Routed metal, one color a layer:
(6 px per um)
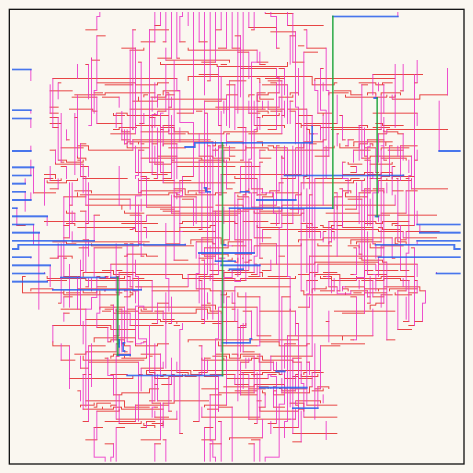
Clock nets:
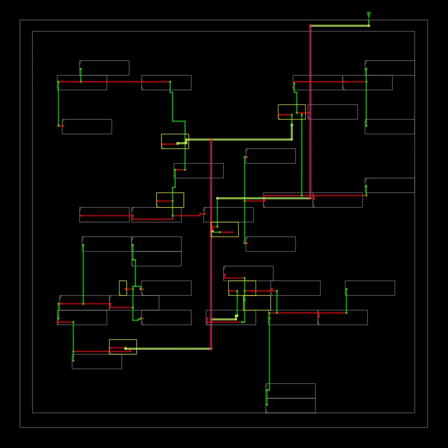
**src/rtl/clock_core.sv**
```systemverilog
// clock_core: the alarm clock's timekeeping core.
// It holds the running BCD time HH:MM:SS and advances it by one second on
// each tick_1hz. A load strobe copies the set-clock digits into the running
// time. The core also compares the running time with the alarm digits and
// drives a timed ringing output.
//
// Ports
//   clk                          system clock, rising edge
//   reset                        asynchronous, active-high
//   tick_1hz                     one-clk enable, once per second
//   load                         copy set_* into HH:MM and clear seconds
//   set_h1/h0/m1/m0    [3:0]     BCD time to load
//   alarm_en                     alarm armed while high
//   alarm_h1/h0/m1/m0  [3:0]     BCD alarm time
//   stop                         silences a ringing alarm
//   h1/h0/m1/m0/s1/s0  [3:0]     running time, registered
//   alarm_ring                   registered, high while ringing
module clock_core #(
   parameter int unsigned RING_SECONDS = 60
) (
   input  logic       clk,
   input  logic       reset,
   input  logic       tick_1hz,
   input  logic       load,
   input  logic [3:0] set_h1,
   input  logic [3:0] set_h0,
   input  logic [3:0] set_m1,
   input  logic [3:0] set_m0,
   input  logic       alarm_en,
   input  logic [3:0] alarm_h1,
   input  logic [3:0] alarm_h0,
   input  logic [3:0] alarm_m1,
   input  logic [3:0] alarm_m0,
   input  logic       stop,
   output logic [3:0] h1,
   output logic [3:0] h0,
   output logic [3:0] m1,
   output logic [3:0] m0,
   output logic [3:0] s1,
   output logic [3:0] s0,
   output logic       alarm_ring
);

   localparam logic [7:0] RING_LIMIT = RING_SECONDS[7:0];

   typedef enum logic [1:0] {
      ST_IDLE    = 2'd0,
      ST_RINGING = 2'd1,
      ST_DONE    = 2'd2
   } state_t;

   logic [3:0] h1_q, h0_q, m1_q, m0_q, s1_q, s0_q;
   logic [3:0] h1_d, h0_d, m1_d, m0_d, s1_d, s0_d;
   state_t     state_q;
   logic [7:0] ring_cnt_q;
   logic       alarm_ring_q;

   logic       set_valid;
   logic       load_ok;
   logic       hhmm_eq;
   logic       match;
   logic [7:0] ring_cnt_inc;

   // An out-of-range set value is treated as if load were low, so a
   // coincident tick still advances the time.
   assign set_valid = (set_m0 <= 4'd9) && (set_m1 <= 4'd5) && (set_h0 <= 4'd9) &&
                      ((set_h1 < 4'd2) || ((set_h1 == 4'd2) && (set_h0 <= 4'd3)));
   assign load_ok   = load & set_valid;

   always_comb begin
      h1_d = h1_q;
      h0_d = h0_q;
      m1_d = m1_q;
      m0_d = m0_q;
      s1_d = s1_q;
      s0_d = s0_q;
      if (load_ok) begin
         h1_d = set_h1;
         h0_d = set_h0;
         m1_d = set_m1;
         m0_d = set_m0;
         s1_d = 4'd0;
         s0_d = 4'd0;
      end else if (tick_1hz) begin
         // Ripple carry through the BCD digits, each with its own wrap point.
         if (s0_q != 4'd9) begin
            s0_d = s0_q + 4'd1;
         end else begin
            s0_d = 4'd0;
            if (s1_q != 4'd5) begin
               s1_d = s1_q + 4'd1;
            end else begin
               s1_d = 4'd0;
               if (m0_q != 4'd9) begin
                  m0_d = m0_q + 4'd1;
               end else begin
                  m0_d = 4'd0;
                  if (m1_q != 4'd5) begin
                     m1_d = m1_q + 4'd1;
                  end else begin
                     m1_d = 4'd0;
                     if ((h1_q == 4'd2) && (h0_q == 4'd3)) begin
                        h1_d = 4'd0;
                        h0_d = 4'd0;
                     end else if (h0_q == 4'd9) begin
                        h0_d = 4'd0;
                        h1_d = h1_q + 4'd1;
                     end else begin
                        h0_d = h0_q + 4'd1;
                     end
                  end
               end
            end
         end
      end
   end

   always_ff @(posedge clk or posedge reset) begin
      if (reset) begin
         h1_q <= 4'd0;
         h0_q <= 4'd0;
         m1_q <= 4'd0;
         m0_q <= 4'd0;
         s1_q <= 4'd0;
         s0_q <= 4'd0;
      end else begin
         h1_q <= h1_d;
         h0_q <= h0_d;
         m1_q <= m1_d;
         m0_q <= m0_d;
         s1_q <= s1_d;
         s0_q <= s0_d;
      end
   end

   // Compare on the registered time, so the ring starts one clk after the
   // time reaches HH:MM:00.
   assign hhmm_eq      = ({h1_q, h0_q, m1_q, m0_q} == {alarm_h1, alarm_h0, alarm_m1, alarm_m0});
   assign match        = alarm_en & hhmm_eq & (s1_q == 4'd0) & (s0_q == 4'd0);
   assign ring_cnt_inc = ring_cnt_q + 8'd1;

   // DONE holds off re-triggering until the alarm minute has passed or the
   // alarm is disarmed. A load while ringing does not affect this FSM.
   always_ff @(posedge clk or posedge reset) begin
      if (reset) begin
         state_q      <= ST_IDLE;
         ring_cnt_q   <= 8'd0;
         alarm_ring_q <= 1'b0;
      end else begin
         case (state_q)
            ST_IDLE: begin
               if (match) begin
                  state_q      <= ST_RINGING;
                  ring_cnt_q   <= 8'd0;
                  alarm_ring_q <= 1'b1;
               end
            end
            ST_RINGING: begin
               if (stop || !alarm_en) begin
                  state_q      <= ST_DONE;
                  alarm_ring_q <= 1'b0;
               end else if (tick_1hz) begin
                  ring_cnt_q <= ring_cnt_inc;
                  if (ring_cnt_inc == RING_LIMIT) begin
                     state_q      <= ST_DONE;
                     alarm_ring_q <= 1'b0;
                  end
               end
            end
            ST_DONE: begin
               if (!hhmm_eq || !alarm_en) begin
                  state_q <= ST_IDLE;
               end
            end
            default: begin
               state_q      <= ST_IDLE;
               alarm_ring_q <= 1'b0;
            end
         endcase
      end
   end

   assign h1         = h1_q;
   assign h0         = h0_q;
   assign m1         = m1_q;
   assign m0         = m0_q;
   assign s1         = s1_q;
   assign s0         = s0_q;
   assign alarm_ring = alarm_ring_q;

endmodule

```
**config.mk**
```make
export PLATFORM = sky130hd
export DESIGN_NAME = clock_core
export DESIGN_NICKNAME = d
export VERILOG_FILES = /design/src/rtl/clock_core.sv
export SDC_FILE = /design/constraint.sdc
export NUM_CORES = 1
export LEC_CHECK = 0
export CAP_MARGIN = 20
export CORE_MARGIN = 2
export CORE_UTILIZATION = 47
export CTS_CLUSTER_SIZE = 10
export DETAILED_ROUTE_END_ITERATION = 7
export GPL_ROUTABILITY_DRIVEN = 1
export GPL_TIMING_DRIVEN = 0
export HOLD_SLACK_MARGIN = 0.06
export PLACE_DENSITY = 0.78
export REMOVE_ABC_BUFFERS = 1
export SLEW_MARGIN = 25
export SYNTH_ARGS = -nofsm -noshare
export SYNTH_HDL_FRONTEND = slang
export SYNTH_SLANG_ARGS = --single-unit
```
**constraint.sdc**
```tcl
create_clock -name clk -period 3.2 [get_ports clk]
set_input_delay 0.32 -clock clk [delete_from_list [all_inputs] [get_ports clk]]
set_output_delay 0.32 -clock clk [all_outputs]
set_load 0.02 [all_outputs]
```
==> impl_metrics.ini <==
; physical design summary
[clocking]
root_buffer = clkbuf_8

[die]
fp_util_pct = 48.00
die_width_um = 75.53

[setup_path]
r2r_cells = 7
cp.required_ns = 3.42
slowest_delay_ns = 0.42
ff2ff_setup_slack_ns = 0.65

[synthesis]
synth-async-reset-ratio_pct = 100.0
syn_area_um2 = 2405
yosysWarnings = 0
ys_cells = 281
yosys.cell_types.count = 52

[layout]
final.fill_count = 438
mi_logic_area_um2 = 1426
syn_to_final_growth_pct = 34.13
fin_cells = 413
clock_area_share_pct = 3.103
comb_share_pct = 44.22

[timing]
setup_ws_ns = 0.6490
relSlewSlack_pct = 58.67
slew_violations = 0
hold_slack_ns = 0.2291

[global_route]
grt_pass1_wl_mm = 9.535

[run_status]
status = completed

[power_and_ir_drop]
p_leak_uw = 0.001296
ir_drop_uv = 279.9

[routing]
ant_nets = 0

[worst_hold_path]
hold_class = primary input to asynchronous set/reset pin

[placement]
hpwl_mm = 4.447
Back to the opening pictures, 'routed metal, one color a layer':
M4 -> green  # wire length 103 um
M1 -> red  # wire length 2590 um
M3 -> blue  # wire length 326 um
M2 -> magenta  # wire length 2940 um
vias: 2268
Wirelength per Cell: 14.43 um
routed wire length: 5.961 mm
total track usage: 22.15%

Back to the opening pictures, 'clock nets':
clock sink total: 35
Clock buffer cells: 8

[routing by layer]
| layer | global-route usage [%] | routed length, um | share of wire (%) |
|---|---|---|---|
| met3 | 5.423 | 326 | 5.5 |
| met5 | 0 | 0 | 0 |
| met2 | 36.91 | 2944 | 49 |
| met4 | 9.162 | 103 | 1.7 |
| met1 | 27.51 | 2587 | 43 |
[cell families (layout without fill, tap and decap cells)]
| logic type | Yosys count | in the layout | synth area share [%] |
|---|---|---|---|
| buffers and inverters | 28 | 90 | 4.735 |
| adders and majority gates | 11 | 11 | 5.723 |
| AOI/OAI and AO/OA | 66 | 66 | 16.75 |
| and+or+nand+nor | 113 | 113 | 25.44 |
| DFF | 35 | 35 | 36.42 |
| muxes | 10 | 10 | 4.370 |
| xor gates and xnor gates | 18 | 18 | 6.556 |
[power groups by stage]
stage | combinational [uW] | clock, uW | sequential, uW
floorplan | 240 | 0 | 681
global placement | 535 | 0 | 634
detailed placement | 551 | 0 | 635
CTS | 555 | 363 | 627
global route | 602 | 380 | 645
finish | 554 | 355 | 630
[cells in the mapped netlist (4+ instances only)]
master,instances
inv_1,17
dfrtp_1,35
nand3_1,9
xor2_1,11
nor2b_1,5
clkbuf_1,5
xnor2_1,7
nand2_1,30
buf_2,4
nor2_1,23
mux2i_1,6
nor3_1,7
nor4_1,5
a21oi_1,14
mux2_2,4
ha_1,11
nand4_1,7
o31ai_1,4
o21ai_0,31
[critical path: cells and delay by family, from the launching register on]
kind | cells | cell delay [ns]
flip-flops | 1 | 0.42
AND/OR/NAND/NOR | 4 | 1.56
adder cells (fa/ha/maj) | 1 | 0.23
AND-OR/OR-AND | 1 | 0.14
buffers and inverters | 1 | 0.13
